**config.mk**
```make
export PLATFORM = sky130hd
export DESIGN_NAME = delta_sched
export DESIGN_NICKNAME = d
export VERILOG_FILES = /design/src/rtl/delta_sched.sv
export SDC_FILE = /design/constraint.sdc
export NUM_CORES = 1
export LEC_CHECK = 0
export CAP_MARGIN = 20
export CORE_ASPECT_RATIO = 1.25
export CORE_MARGIN = 2
export CORE_UTILIZATION = 48
export DETAILED_ROUTE_END_ITERATION = 12
export PLACE_DENSITY = 0.84
export SLEW_MARGIN = 5
export SYNTH_ARGS = -nofsm -noshare
export SYNTH_HDL_FRONTEND = slang
export SYNTH_SLANG_ARGS = --single-unit
```
**constraint.sdc**
```tcl
create_clock -name Clk -period 2.51 [get_ports Clk]
set_input_delay 0.502 -clock Clk [delete_from_list [all_inputs] [get_ports Clk]]
set_output_delay 0.502 -clock Clk [all_outputs]
set_load 0.05 [all_outputs]
```
**src/rtl/delta_sched.sv**
```systemverilog
// delta_sched: two requesters share one 2-to-8-bit sign extender and one
// 8-bit adder to accumulate signed positions. A three-state FSM
// (IDLE -> EXT -> ACK) serves one request at a time, arbitrates
// round-robin on ties, and can saturate or wrap on overflow.
module delta_sched #(
    parameter bit         SAT  = 1'b1,
    parameter logic [7:0] INIT = 8'h00
) (
    input  logic       Clk,
    input  logic       Clear_n,
    input  logic       Req0,
    input  logic       Req1,
    input  logic [1:0] Delta0,
    input  logic [1:0] Delta1,
    output logic       Ack0,
    output logic       Ack1,
    output logic [7:0] Pos0,
    output logic [7:0] Pos1,
    output logic       Busy,
    output logic       Sat
);

    typedef enum logic [1:0] {
        IDLE = 2'd0,
        EXT  = 2'd1,
        ACK  = 2'd2
    } state_t;

    state_t     state;
    logic       sel;       // index of the requester being served
    logic       last;      // index of the last granted requester
    logic [1:0] dlat;      // delta captured at grant time

    logic       grant_sel;
    logic [7:0] pos_cur;
    logic [7:0] ext;
    logic [8:0] sum;
    logic       ovf;
    logic [7:0] pos_new;

    // Round-robin grant: a sole requester wins; on a tie the index that
    // did not win last time is granted.
    always_comb begin
        grant_sel = 1'b0;
        if (Req0 && Req1) begin
            grant_sel = ~last;
        end else begin
            grant_sel = Req1;
        end
    end

    // Shared datapath: select the served position, sign-extend the
    // latched delta, add in 9 bits and apply the overflow policy.
    always_comb begin
        pos_cur = sel ? Pos1 : Pos0;
        ext     = {{6{dlat[1]}}, dlat};
        sum     = {pos_cur[7], pos_cur} + {ext[7], ext};
        // The 9-bit result overflows 8 bits when its top two bits differ.
        ovf     = sum[8] ^ sum[7];
        pos_new = sum[7:0];
        if (ovf && SAT) begin
            pos_new = sum[8] ? 8'h80 : 8'h7F;
        end
    end

    // Control FSM with registered outputs and position registers.
    always_ff @(posedge Clk or negedge Clear_n) begin
        if (!Clear_n) begin
            state <= IDLE;
            sel   <= 1'b0;
            last  <= 1'b1;
            dlat  <= '0;
            Pos0  <= INIT;
            Pos1  <= INIT;
            Ack0  <= 1'b0;
            Ack1  <= 1'b0;
            Busy  <= 1'b0;
            Sat   <= 1'b0;
        end else begin
            case (state)
                IDLE: begin
                    Ack0 <= 1'b0;
                    Ack1 <= 1'b0;
                    Sat  <= 1'b0;
                    if (Req0 || Req1) begin
                        sel   <= grant_sel;
                        dlat  <= grant_sel ? Delta1 : Delta0;
                        Busy  <= 1'b1;
                        state <= EXT;
                    end else begin
                        Busy  <= 1'b0;
                    end
                end
                EXT: begin
                    if (sel) begin
                        Pos1 <= pos_new;
                    end else begin
                        Pos0 <= pos_new;
                    end
                    last  <= sel;
                    Sat   <= ovf;
                    Ack0  <= ~sel;
                    Ack1  <= sel;
                    Busy  <= 1'b1;
                    state <= ACK;
                end
                ACK: begin
                    Ack0  <= 1'b0;
                    Ack1  <= 1'b0;
                    Sat   <= 1'b0;
                    Busy  <= 1'b0;
                    state <= IDLE;
                end
                default: begin
                    Ack0  <= 1'b0;
                    Ack1  <= 1'b0;
                    Sat   <= 1'b0;
                    Busy  <= 1'b0;
                    state <= IDLE;
                end
            endcase
        end
    end

endmodule

```
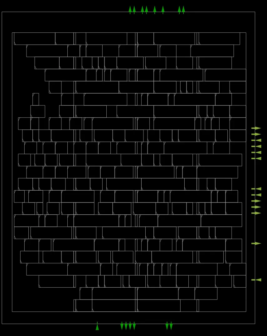
Fig. 1. Placed standard cells.
fin util: 79.33%
final std cells w/o fill: 266
floorplan core area: 0.003281 mm^2
number of standard-cell rows in the floorplan: 23
number of filler cells placed in the layout: 200

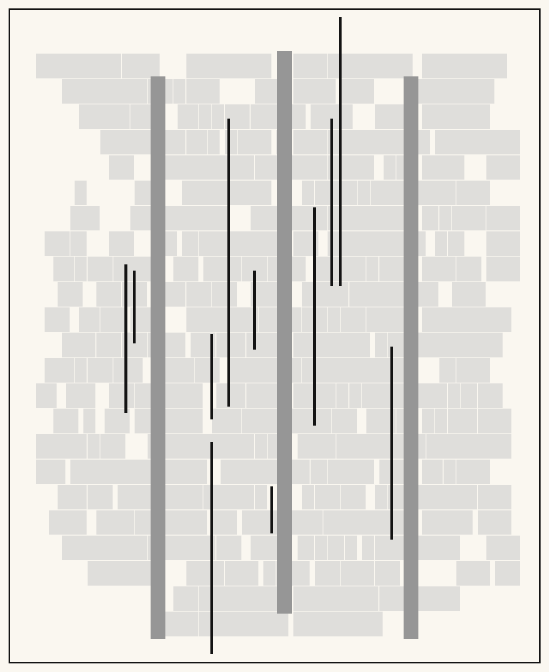
Fig. 2. Metal 4.
Supply wires on this layer in grey.
- longest straight run: 30.6 um
- main direction: vertical

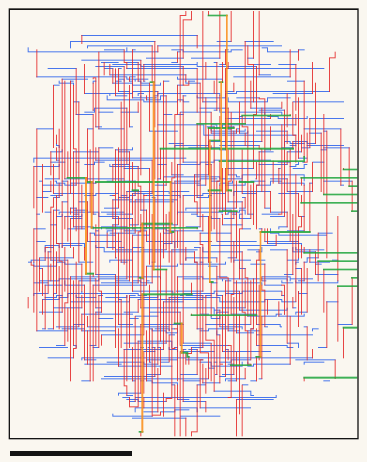
Fig. 3. Signal wires by layer.
The bar under the picture is 20 um long.
- red: M2 (wire length 2850 um)
- green: M3 (wire length 207 um)
- orange: M4 (wire length 188 um)
- blue: M1 (wire length 2080 um)

==> impl_metrics.csv <==
group,metric,value,unit
route,route.final.wire_length,5324,um
sta,timing_hold_violations_final,0,
setup_path,crit_type,"reg -> reg",
yosys,synth-xor-area-share,1.574,%
route,drt-met1-wl,2079,um
placed_design,place.gp.congestion,0.8246,
setup_path,cp.required,2640,ps
route,met2_wirelength,2850,um
placed_design,placedCellCount,249,
global_route,first_global_vias,1772,
yosys,synth-edff-count,0,
route,drt_drc_violations_left,0,
sta,fin_crit,2651,ps
placed_design,port-buffer-count,27,
sta,timing.final.crit_share,105.6,%
yosys,ys_cells,166,
finish,antenna-diode-count,0,
setup_path,critPathSlowestCell,"sky130_fd_sc_hd__or4_4",
setup_path,worst_setup_path_startpoint,"sel",
hold_path,hp-class,"reg -> reg",
global_route,global_routing_met3_resource_utilization,3.148,%
finish,nFlopsAndLatches,26,
route,postRouteAntennaNets,0,
finish,mostFrequentLayoutCell,"sky130_fd_sc_hd__buf_4",
yosys,postSynthAreaPerCell,10.05,um^2
setup_path,worst_r2r_startpoint,"sel",
global_route,gr-total-overflow,0,
sta,final-setup-viol-count,13,
finish,clockBufferCount,4,
setup_path,timing.critical_path.cells,"buf_4, mux2_2, ha_4, and3_4, nor3b_4, or4_4, a21oi_2, o31ai_1",
clocking,cts_buffer_depth,2,
clocking,clock_tree.htree_level_count,1,
global_route,grt_pass1_wl,8507,um
finish,largestRegisters,"Pos0 x8, Pos1 x8",
yosys,synthTopCellsByArea,"sky130_fd_sc_hd__dfrtp_1, sky130_fd_sc_hd__ha_1, sky130_fd_sc_hd__o31ai_1, sky130_fd_sc_hd__nand2_1, sky130_fd_sc_hd__mux2_2",
yosys,yosys_warning_tally,0,
yosys,yosys.area.top_type_share,37.48,%
sta,worst-slew-pin-transition,670.5,ps
finish,final-clk-cell-share,2.115,%
clocking,tritoncts,"built",
finish,comb-cell-share,45.38,%
finish,n_all_buffers,66,
yosys,simple_gate_share,15.97,%
finish,logic_gates,123,
route,detailroute.via_count,1616,
yosys,synth_dominant_cell_count,"sky130_fd_sc_hd__dfrtp_1",
finish,layout_top_cells,"sky130_fd_sc_hd__buf_4, sky130_fd_sc_hd__clkdlybuf4s50_1, sky130_fd_sc_hd__nand2_1",
setup_path,cp.arrival,2780,ps
sta,setup_ws,-140.6,ps
route,route.detailed.wl_per_inst,20.02,um
status,outcome,"finished with violations",
route,met3RoutedLength,206,um
global_route,global_route.usage.met2,50.00,%
clocking,path_clk_slew,90,ps
setup_path,ff2ff_setup_slack,-140,ps
clocking,clock_sink_count,26,
hold_path,min_delay_worst_endpoint,"Busy",
setup_path,reg2reg_depth,8,
setup_path,worst_path_dominant_cell_family,"simple AND/OR/NAND/NOR gates",
status,violations_in_the_final_reports,"setup timing",
finish,dominant_cells,"logic gates",
yosys,netlist_logic_family_top,"AND-OR/OR-AND gates",
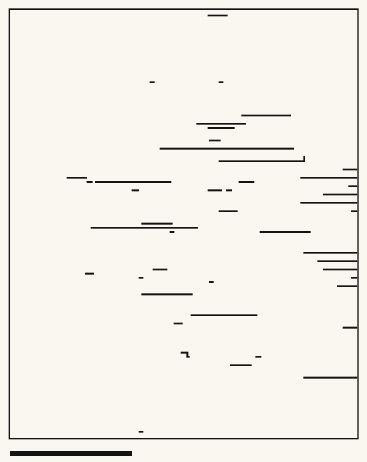
Fig. 4. The metal 3 layer.
The bar under the picture is 20 um long.
- share of all routed wire: 3.9%
- longest straight run: 21.6 um

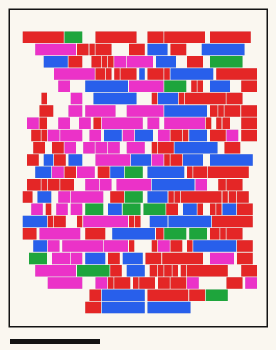
Fig. 5. Sizing map.
The bar under the picture is 20 um long.
- green: x6 and larger (cells 13; share 5.7%)
- magenta: x3 and x4 (cells 54; share 24%)
- red: x1 and smaller (cells 121; share 53%)
- blue: x2 (cells 41; share 18%)

